[config.mk]
export PLATFORM = sky130hd
export DESIGN_NAME = alu_arbiter_flat
export DESIGN_NICKNAME = d
export VERILOG_FILES = /design/src/rtl/alu_arbiter_if.sv /design/src/rtl/alu_arbiter.sv /design/src/flat_wrapper.sv
export SDC_FILE = /design/constraint.sdc
export NUM_CORES = 1
export LEC_CHECK = 0
export CELL_PAD_IN_SITES_DETAIL_PLACEMENT = 0
export CELL_PAD_IN_SITES_GLOBAL_PLACEMENT = 2
export CORE_UTILIZATION = 21
export CTS_CLUSTER_SIZE = 8
export DETAILED_ROUTE_END_ITERATION = 10
export PLACE_DENSITY = 0.93
export SLEW_MARGIN = 20
export SYNTH_ARGS = -nofsm -noshare
export SYNTH_HDL_FRONTEND = slang
export SYNTH_SLANG_ARGS = --single-unit
[constraint.sdc]
create_clock -name clk -period 1.7 [get_ports clk]
set_input_delay 0.34 -clock clk [delete_from_list [all_inputs] [get_ports clk]]
set_output_delay 0.34 -clock clk [all_outputs]
set_load 0.05 [all_outputs]
[src/rtl/alu_arbiter_if.sv]
// Request/response and ALU-side signal bundle for alu_arbiter.
interface alu_arbiter_if #(
    parameter int unsigned WIDTH = 32,
    parameter int unsigned OPW   = 3
);
    // requester 0
    logic             req0_valid;
    logic             req0_ready;
    logic [OPW-1:0]   req0_op;
    logic [WIDTH-1:0] req0_a;
    logic [WIDTH-1:0] req0_b;
    logic             req0_dir;
    logic             req0_usec;
    // requester 1
    logic             req1_valid;
    logic             req1_ready;
    logic [OPW-1:0]   req1_op;
    logic [WIDTH-1:0] req1_a;
    logic [WIDTH-1:0] req1_b;
    logic             req1_dir;
    logic             req1_usec;
    // responses
    logic             resp0_valid;
    logic             resp0_ready;
    logic             resp1_valid;
    logic             resp1_ready;
    logic [WIDTH-1:0] resp_res;
    logic [3:0]       resp_flags;
    logic             carry_q;
    // ALU side
    logic [WIDTH-1:0] alu_reg1;
    logic [WIDTH-1:0] alu_reg2;
    logic [OPW-1:0]   alu_op;
    logic             alu_cin;
    logic             alu_dir;
    logic [WIDTH-1:0] alu_res;
    logic             alu_carry;
    logic             alu_zero;
    logic             alu_neg;
    logic             alu_ovf;
    logic             alu_updc;

    // arbiter side
    modport slave (
        input  req0_valid, req0_op, req0_a, req0_b, req0_dir, req0_usec,
        input  req1_valid, req1_op, req1_a, req1_b, req1_dir, req1_usec,
        output req0_ready, req1_ready,
        output resp0_valid, resp1_valid, resp_res, resp_flags, carry_q,
        input  resp0_ready, resp1_ready,
        output alu_reg1, alu_reg2, alu_op, alu_cin, alu_dir,
        input  alu_res, alu_carry, alu_zero, alu_neg, alu_ovf, alu_updc
    );

    // requester / ALU side
    modport master (
        output req0_valid, req0_op, req0_a, req0_b, req0_dir, req0_usec,
        output req1_valid, req1_op, req1_a, req1_b, req1_dir, req1_usec,
        input  req0_ready, req1_ready,
        input  resp0_valid, resp1_valid, resp_res, resp_flags, carry_q,
        output resp0_ready, resp1_ready,
        input  alu_reg1, alu_reg2, alu_op, alu_cin, alu_dir,
        output alu_res, alu_carry, alu_zero, alu_neg, alu_ovf, alu_updc
    );
endinterface

[src/rtl/alu_arbiter.sv]
// Round-robin arbiter sharing one combinational ALU between two requesters;
// owns the architectural carry register used for add-with-carry.
module alu_arbiter #(
    parameter int unsigned WIDTH = 32,
    parameter int unsigned OPW   = 3
) (
    input  logic          clk,
    input  logic          rst,
    alu_arbiter_if.slave  bus
);

    typedef enum logic [1:0] {
        IDLE = 2'd0,
        EXEC = 2'd1,
        RESP = 2'd2
    } state_t;

    state_t           state;
    logic             last_grant;
    logic             gnt_id;

    logic             grant_any;
    logic             grant;
    logic [OPW-1:0]   sel_op;
    logic [WIDTH-1:0] sel_a;
    logic [WIDTH-1:0] sel_b;
    logic             sel_dir;
    logic             sel_usec;
    logic             resp_taken;

    // Arbitration: lone requester wins, contention goes to the one not served last.
    always_comb begin
        grant_any = bus.req0_valid | bus.req1_valid;
        grant     = bus.req1_valid & (~bus.req0_valid | ~last_grant);
    end

    // Ready is combinational so a request is accepted in the cycle it is seen.
    always_comb begin
        bus.req0_ready = (state == IDLE) & grant_any & ~grant;
        bus.req1_ready = (state == IDLE) & grant_any & grant;
    end

    // Payload of the requester being granted.
    always_comb begin
        sel_op   = grant ? bus.req1_op   : bus.req0_op;
        sel_a    = grant ? bus.req1_a    : bus.req0_a;
        sel_b    = grant ? bus.req1_b    : bus.req0_b;
        sel_dir  = grant ? bus.req1_dir  : bus.req0_dir;
        sel_usec = grant ? bus.req1_usec : bus.req0_usec;
    end

    // Response consumed by the requester that owns it.
    always_comb begin
        resp_taken = gnt_id ? bus.resp1_ready : bus.resp0_ready;
    end

    // Control FSM plus operand, result and carry registers.
    // carry_q cannot change between accept and EXEC, so the carry-in is
    // resolved at accept time and alu_cin stays a clean register output.
    always_ff @(posedge clk or negedge rst) begin
        if (!rst) begin
            state           <= IDLE;
            last_grant      <= 1'b1;
            gnt_id          <= 1'b0;
            bus.resp0_valid <= 1'b0;
            bus.resp1_valid <= 1'b0;
            bus.resp_res    <= '0;
            bus.resp_flags  <= 4'b0000;
            bus.carry_q     <= 1'b0;
            bus.alu_reg1    <= '0;
            bus.alu_reg2    <= '0;
            bus.alu_op      <= '0;
            bus.alu_cin     <= 1'b0;
            bus.alu_dir     <= 1'b0;
        end else begin
            case (state)
                IDLE: begin
                    if (grant_any) begin
                        bus.alu_op   <= sel_op;
                        bus.alu_reg1 <= sel_a;
                        bus.alu_reg2 <= sel_b;
                        bus.alu_dir  <= sel_dir;
                        bus.alu_cin  <= sel_usec & bus.carry_q;
                        gnt_id       <= grant;
                        last_grant   <= grant;
                        state        <= EXEC;
                    end
                end
                EXEC: begin
                    bus.resp_res    <= bus.alu_res;
                    bus.resp_flags  <= {bus.alu_carry, bus.alu_zero, bus.alu_neg, bus.alu_ovf};
                    if (bus.alu_updc) begin
                        bus.carry_q <= bus.alu_carry;
                    end
                    bus.resp0_valid <= ~gnt_id;
                    bus.resp1_valid <= gnt_id;
                    state           <= RESP;
                end
                RESP: begin
                    if (resp_taken) begin
                        bus.resp0_valid <= 1'b0;
                        bus.resp1_valid <= 1'b0;
                        state           <= IDLE;
                    end
                end
                default: begin
                    bus.resp0_valid <= 1'b0;
                    bus.resp1_valid <= 1'b0;
                    state           <= IDLE;
                end
            endcase
        end
    end

endmodule
[src/flat_wrapper.sv]
// flat-port wrapper written by rule: the top's interface ports become plain ports
module alu_arbiter_flat 
#(
    parameter int unsigned WIDTH = 32,
    parameter int unsigned OPW   = 3
)
  (clk, rst, bus_req0_valid, bus_req0_op, bus_req0_a, bus_req0_b, bus_req0_dir, bus_req0_usec, bus_req1_valid, bus_req1_op, bus_req1_a, bus_req1_b, bus_req1_dir, bus_req1_usec, bus_req0_ready, bus_req1_ready, bus_resp0_valid, bus_resp1_valid, bus_resp_res, bus_resp_flags, bus_carry_q, bus_resp0_ready, bus_resp1_ready, bus_alu_reg1, bus_alu_reg2, bus_alu_op, bus_alu_cin, bus_alu_dir, bus_alu_res, bus_alu_carry, bus_alu_zero, bus_alu_neg, bus_alu_ovf, bus_alu_updc);
  alu_arbiter_if #(.WIDTH(WIDTH), .OPW(OPW)) bus_i ();
  input  logic clk;
  input  logic rst;
  input wire logic [$bits(bus_i.req0_valid)-1:0] bus_req0_valid;
  input wire logic [$bits(bus_i.req0_op)-1:0] bus_req0_op;
  input wire logic [$bits(bus_i.req0_a)-1:0] bus_req0_a;
  input wire logic [$bits(bus_i.req0_b)-1:0] bus_req0_b;
  input wire logic [$bits(bus_i.req0_dir)-1:0] bus_req0_dir;
  input wire logic [$bits(bus_i.req0_usec)-1:0] bus_req0_usec;
  input wire logic [$bits(bus_i.req1_valid)-1:0] bus_req1_valid;
  input wire logic [$bits(bus_i.req1_op)-1:0] bus_req1_op;
  input wire logic [$bits(bus_i.req1_a)-1:0] bus_req1_a;
  input wire logic [$bits(bus_i.req1_b)-1:0] bus_req1_b;
  input wire logic [$bits(bus_i.req1_dir)-1:0] bus_req1_dir;
  input wire logic [$bits(bus_i.req1_usec)-1:0] bus_req1_usec;
  output wire logic [$bits(bus_i.req0_ready)-1:0] bus_req0_ready;
  output wire logic [$bits(bus_i.req1_ready)-1:0] bus_req1_ready;
  output wire logic [$bits(bus_i.resp0_valid)-1:0] bus_resp0_valid;
  output wire logic [$bits(bus_i.resp1_valid)-1:0] bus_resp1_valid;
  output wire logic [$bits(bus_i.resp_res)-1:0] bus_resp_res;
  output wire logic [$bits(bus_i.resp_flags)-1:0] bus_resp_flags;
  output wire logic [$bits(bus_i.carry_q)-1:0] bus_carry_q;
  input wire logic [$bits(bus_i.resp0_ready)-1:0] bus_resp0_ready;
  input wire logic [$bits(bus_i.resp1_ready)-1:0] bus_resp1_ready;
  output wire logic [$bits(bus_i.alu_reg1)-1:0] bus_alu_reg1;
  output wire logic [$bits(bus_i.alu_reg2)-1:0] bus_alu_reg2;
  output wire logic [$bits(bus_i.alu_op)-1:0] bus_alu_op;
  output wire logic [$bits(bus_i.alu_cin)-1:0] bus_alu_cin;
  output wire logic [$bits(bus_i.alu_dir)-1:0] bus_alu_dir;
  input wire logic [$bits(bus_i.alu_res)-1:0] bus_alu_res;
  input wire logic [$bits(bus_i.alu_carry)-1:0] bus_alu_carry;
  input wire logic [$bits(bus_i.alu_zero)-1:0] bus_alu_zero;
  input wire logic [$bits(bus_i.alu_neg)-1:0] bus_alu_neg;
  input wire logic [$bits(bus_i.alu_ovf)-1:0] bus_alu_ovf;
  input wire logic [$bits(bus_i.alu_updc)-1:0] bus_alu_updc;
  assign bus_i.req0_valid = bus_req0_valid;
  assign bus_i.req0_op = bus_req0_op;
  assign bus_i.req0_a = bus_req0_a;
  assign bus_i.req0_b = bus_req0_b;
  assign bus_i.req0_dir = bus_req0_dir;
  assign bus_i.req0_usec = bus_req0_usec;
  assign bus_i.req1_valid = bus_req1_valid;
  assign bus_i.req1_op = bus_req1_op;
  assign bus_i.req1_a = bus_req1_a;
  assign bus_i.req1_b = bus_req1_b;
  assign bus_i.req1_dir = bus_req1_dir;
  assign bus_i.req1_usec = bus_req1_usec;
  assign bus_req0_ready = bus_i.req0_ready;
  assign bus_req1_ready = bus_i.req1_ready;
  assign bus_resp0_valid = bus_i.resp0_valid;
  assign bus_resp1_valid = bus_i.resp1_valid;
  assign bus_resp_res = bus_i.resp_res;
  assign bus_resp_flags = bus_i.resp_flags;
  assign bus_carry_q = bus_i.carry_q;
  assign bus_i.resp0_ready = bus_resp0_ready;
  assign bus_i.resp1_ready = bus_resp1_ready;
  assign bus_alu_reg1 = bus_i.alu_reg1;
  assign bus_alu_reg2 = bus_i.alu_reg2;
  assign bus_alu_op = bus_i.alu_op;
  assign bus_alu_cin = bus_i.alu_cin;
  assign bus_alu_dir = bus_i.alu_dir;
  assign bus_i.alu_res = bus_alu_res;
  assign bus_i.alu_carry = bus_alu_carry;
  assign bus_i.alu_zero = bus_alu_zero;
  assign bus_i.alu_neg = bus_alu_neg;
  assign bus_i.alu_ovf = bus_alu_ovf;
  assign bus_i.alu_updc = bus_alu_updc;
  alu_arbiter #(.WIDTH(WIDTH), .OPW(OPW)) u_core (.clk(clk), .rst(rst), .bus(bus_i));
endmodule
==> flow_summary.ini, run 1 <==
; synthesis and place-and-route metrics
[yosys]
ys_async_sr_fraction = 1.00
top_cells_by_count = sky130_fd_sc_hd__dfrtp_1 (111), sky130_fd_sc_hd__nand2_1 (109), sky130_fd_sc_hd__a221o_1 (68), sky130_fd_sc_hd__and3_1 (68), sky130_fd_sc_hd__clkbuf_1 (29)
synth.cell_area_sq_um = 4670
synth.ff_latch_count = 112
syn-mean-instance-area_sq_um = 11.2

[sta]
timing_hold_violations_final = 0
drv_slew = 0
fin_worst_skew_ns = 0.00941
totalNegativeSetupSlack_ns = -0.118
setup_viol_count_final = 2
fin_ws_ns = -0.0795

[clock_tree]
cts-htree-levels = 3
clock.latency.late_pin_ns = 0.35

[detailed_routing]
avgViaCountPerCell = 4.43
detail_route.wl_per_cell_um = 15.8

[placed_design]
gp_congestion = 0.727

[status]
status = complete, but fails checks
violated_checks = setup timing

[global_routing]
grt_usage = 0.138

[critical_path]
crit_path_cell_trace = nand2b_1, and3_4, buf_12, buf_12
-- run 1: how the worst max path moves through the flow --
| stage | end | depth (start not counted) |
|---|---|---|
| floorplan | bus_req1_ready | 3 |
| global placement | u_core.bus.alu_reg1[9] | 5 |
| detailed placement | u_core.bus.alu_reg1[31] | 5 |
| CTS | bus_req0_ready | 4 |
| global route | bus_req0_ready | 4 |
| finish | bus_req0_ready | 4 |
-- run 1: registers in the layout (all words and copies together), names as in the netlist --
name                    cells
u_core.bus.resp_flags       4
u_core.bus.carry_q          1
u_core.bus.alu_reg2        32
u_core.bus.alu_reg1        32
u_core.last_grant           1
u_core.bus.alu_op           3
u_core.bus.alu_dir          1
u_core.gnt_id               1
u_core.state                2
u_core.bus.resp1_valid      1
u_core.bus.resp_res        32
u_core.bus.alu_cin          1
u_core.bus.resp0_valid      1
-- run 1: cells by family after synthesis --
family | Yosys count | synth area share
AOI/OAI and AO/OA | 78 | 0.162
and+or+nand+nor | 184 | 0.190
muxes | 4 | 0.00885
buffers and inverters | 40 | 0.0378
DFF | 112 | 0.601
-- run 1: through the flow --
step	cells	total power (W)	hold WS, ns	setup WS [ns]
2_1_floorplan	418	0.0117	0.0444	0.0856
3_3_place_gp	971	0.0155	0.209	-0.101
3_5_place_dp	971	0.0156	0.216	-0.121
4_1_cts	992	0.0178	0.374	-0.117
5_1_grt	994	0.0186	0.384	-0.139
6_report	995	0.0176	0.386	-0.0795
-- run 1: per-layer routing --
| metal | track usage | share of wire |
|---|---|---|
| met2 | 0.233 | 0.48 |
| met4 | 0.0405 | 0.015 |
| met1 | 0.165 | 0.41 |
| met5 | 0 | 0 |
| met3 | 0.0479 | 0.094 |
-- run 1: worst max-delay path: cells and delay by family (launching register included) --
family                 cells  cell delay [ns]
DFF                        1             0.56
and+or+nand+nor            2             0.30
buffers and inverters      2             0.22
-- run 1: report_power, final --
group	internal (W)	switching, W	leakage [nW]
Combinational	0.00369	0.00699	2.45
Clock	0.00109	0.00101	0.148
Sequential	0.00399	0.000806	1.38
Total	0.00878	0.00881	3.97
-- run 1: final cells by class --
| cell class | instances | area [sq um] |
|---|---|---|
| fillers | 2208 | 13700 |
| repair buffers | 318 | 2950 |
| flip-flops and latches | 112 | 2810 |
| multi-input cells | 266 | 1710 |
| well taps | 280 | 350 |
| clock buffers | 11 | 253 |
| clock inverters | 5 | 38.8 |
| inverters | 2 | 7.51 |
| diodes | 1 | 2.50 |
-- run 1: repair_timing --
item | CTS | global route
setup endpoints to repair | 2 | 2
resized | 1 | 2
hold endpoints to repair | 10 | 0
hold buffers | 1 | 0
pin swaps | 1 | 0
buffers inserted | 4 | 2
cloned | 0 | 0
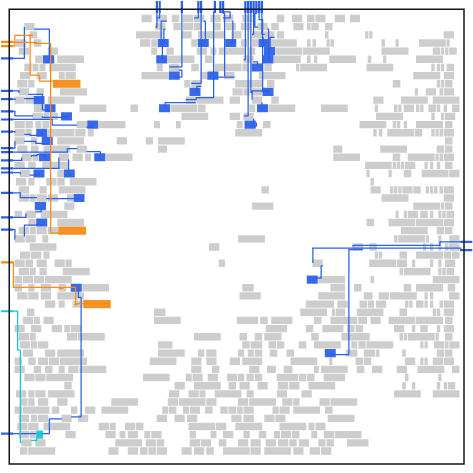
run_1/io_fan.png
(3 px per um)
bus_req0_b -> blue  # bits 32, direction input, end cells 32, buffers 32, wire 816 um
bus_alu_op -> orange  # bits 3, direction output, end cells 3, buffers 3, wire 181 um
bus_req1_dir -> cyan  # bits 1, direction input, end cells 1, buffers 1, wire 50.3 um

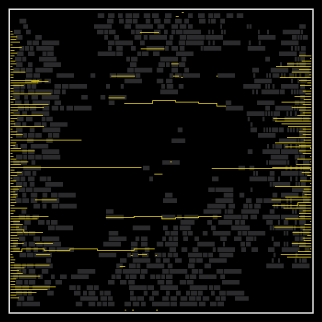
run_1/layer_met3.png
(2 px per um)
longest straight run = 65.1 um
wire length on this layer = 1480 um
nets with wire on the layer = 187

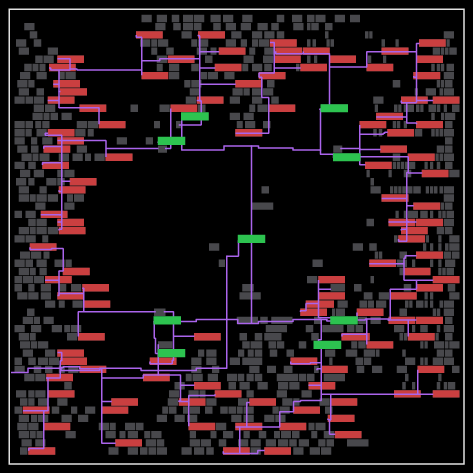
run_1/clk_routes.png
(3 px per um)
flip-flops -> red  # count 112
clock wires -> purple  # length 1570 um
clock drivers -> green  # count 9
flops lie = widely spread

==> run 1 -> run 2 <==
--- a/config.mk
+++ b/config.mk
@@ -7,10 +7,13 @@
 export LEC_CHECK = 0
 export CELL_PAD_IN_SITES_DETAIL_PLACEMENT = 0
 export CELL_PAD_IN_SITES_GLOBAL_PLACEMENT = 2
+export CORE_ASPECT_RATIO = 1.75
 export CORE_UTILIZATION = 21
 export CTS_CLUSTER_SIZE = 8
 export DETAILED_ROUTE_END_ITERATION = 10
+export GPL_TIMING_DRIVEN = 1
 export PLACE_DENSITY = 0.93
+export REMOVE_ABC_BUFFERS = 1
 export SLEW_MARGIN = 20
 export SYNTH_ARGS = -nofsm -noshare
 export SYNTH_HDL_FRONTEND = slang
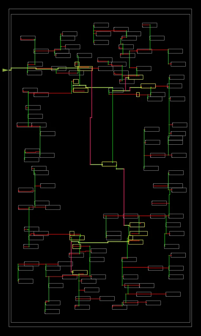
run_2/clocks.png
Max Clock Skew: 0.0146 ns
power in the clock group: 0.00221 W
Inserted Clock Buffers: 9
sinks on the clock net: 112

==> run 2 against run 1 <==
Net effect:
- the run still ends with setup timing left
- via count is 2.0% higher
- global-route usage is 1.4 points higher
- highest routed layer unchanged
- power increased by 1.8%
- non-clock buffer count up 3
- wire length grew 12%
- largest cell class unchanged
==> flow_summary.ini, run 2 <==
; synthesis and place-and-route metrics
[finish]
filler_cell_count = 2192
biggest_registers_after_layout = u_core.bus.alu_reg1: 32 flops, u_core.bus.alu_reg2: 32 flops, u_core.bus.resp_res: 32 flops

[placed_design]
gp_congestion = 0.777
preCtsSetupSlack_ns = -0.186
placedCellCount = 985

[sta]
drv_slew = 0
fin_ws_ns = -0.0694
setup_viol_count_final = 1

[clock_tree]
cts-htree-levels = 3
clock.latency.late_pin_ns = 0.36

[yosys]
ys_async_sr_fraction = 1.00
synthTopLogicFamily = simple AND/OR/NAND/NOR gates
yosys-mux-area-fraction = 0.00885
top_cells_by_count = sky130_fd_sc_hd__dfrtp_1 (111), sky130_fd_sc_hd__nand2_1 (109), sky130_fd_sc_hd__a221o_1 (68), sky130_fd_sc_hd__and3_1 (68), sky130_fd_sc_hd__clkbuf_1 (29)
yosys.area_share.adder = 0
post-synth-top-count-cell = sky130_fd_sc_hd__dfrtp_1
simple_gate_area_frac = 0.190

[critical_path]
family_with_the_most_delay_on_the_worst_path = flip-flops
critical_path_buf_inv_count = 2
crit_path_cell_trace = nand2b_1, and3_4, buf_12, buf_12

[status]
status = complete, but fails checks
violated_checks = setup timing

[detailed_routing]
avgViaCountPerCell = 4.45
detail_route.wl_per_cell_um = 17.6

[global_routing]
grt_usage = 0.152
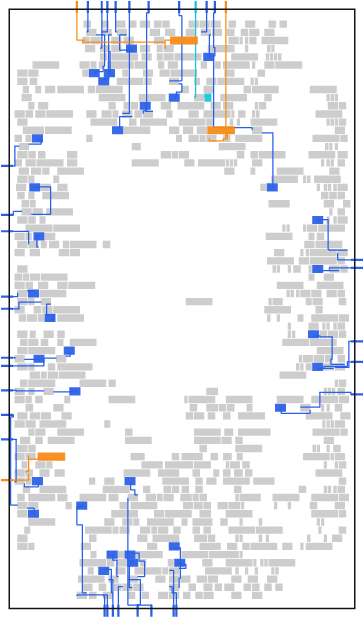
run_2/io_fan.png
(3 px per um)
bus_req1_dir -> cyan  # bits 1, direction input, end cells 1, buffers 1, wire 29.7 um
bus_req0_b -> blue  # bits 32, direction input, end cells 32, buffers 32, wire 855 um
bus_alu_op -> orange  # bits 3, direction output, end cells 3, buffers 3, wire 134 um

run 2: logic make-up (layout without fill, tap and decap cells):
| logic type | Yosys count | after routing |
|---|---|---|
| other | 0 | 1 |
| AND/OR/NAND/NOR | 184 | 184 |
| AND-OR/OR-AND | 78 | 78 |
| buffers and inverters | 40 | 339 |
| multiplexers | 4 | 4 |
| flip-flops | 112 | 112 |
run 2: cell type report:
cell class	instances	area [sq um]	share of cell area
antenna	1	2.50	0.000304
tap	292	365	0.0444
clock buffer	10	239	0.0290
clock inverter	6	66.3	0.00805
multi-input combinational	266	1720	0.209
timing repair buffer	321	3030	0.368
sequential	112	2800	0.340
inverter	2	7.51	0.000911
run 2: stage by stage:
| step | hold slack, ns | setup TNS [ns] |
|---|---|---|
| 2_1_floorplan | 0.0444 | -120.25 |
| 4_1_cts | 0.468 | -0.114 |
| 5_1_grt | 0.497 | -0.177 |
| 3_5_place_dp | 0.310 | -7.67 |
| 3_3_place_gp | 0.317 | -6.97 |
| 6_report | 0.470 | -0.0694 |
run 2: final timing paths:
| kind | from | end | depth (start not counted) | slack [ns] |
|---|---|---|---|---|
| min | rst | u_core.bus.resp_flags[0] | 2 | 0.47 |
| min reg2reg | u_core.bus.resp_res[18] | u_core.bus.resp_res[18] | 2 | 0.48 |
| max reg2reg | u_core.last_grant | u_core.bus.alu_reg2[28] | 6 | 0.07 |
| min in group clk | u_core.bus.resp_res[18] | u_core.bus.resp_res[18] | 2 | 0.48 |
| max | u_core.last_grant | bus_req0_ready | 4 | -0.07 |
| max in group asynchronous | rst | u_core.bus.alu_reg1[29] | 3 | 0.61 |
run 2: metal layers:
layer	part of all wire	up-vias	GRT usage	routed length [um]
li1	-	2114	-	-
met1	0.35	2160	0.155	6270
met2	0.57	195	0.295	10100
met3	0.059	22	0.0337	1050
met4	0.020	0	0.0606	355
met5	0	-	0	0
run 2: timing repair:
action,4_1_cts,5_1_grt
pin swaps,2,0
hold endpoints to repair,26,0
cloned,1,1
setup endpoints to repair,2,9
resized,2,4
hold buffers,1,0
setup buffers,4,1
run 2: where the power goes:
group | switching, W | total [W] | internal, W
clock | 0.00102 | 0.00221 | 0.00119
sequential | 0.000797 | 0.00479 | 0.00399
combinational | 0.00713 | 0.0109 | 0.00378
total | 0.00895 | 0.0179 | 0.00896
Power is estimated from default activity; no workload was simulated.
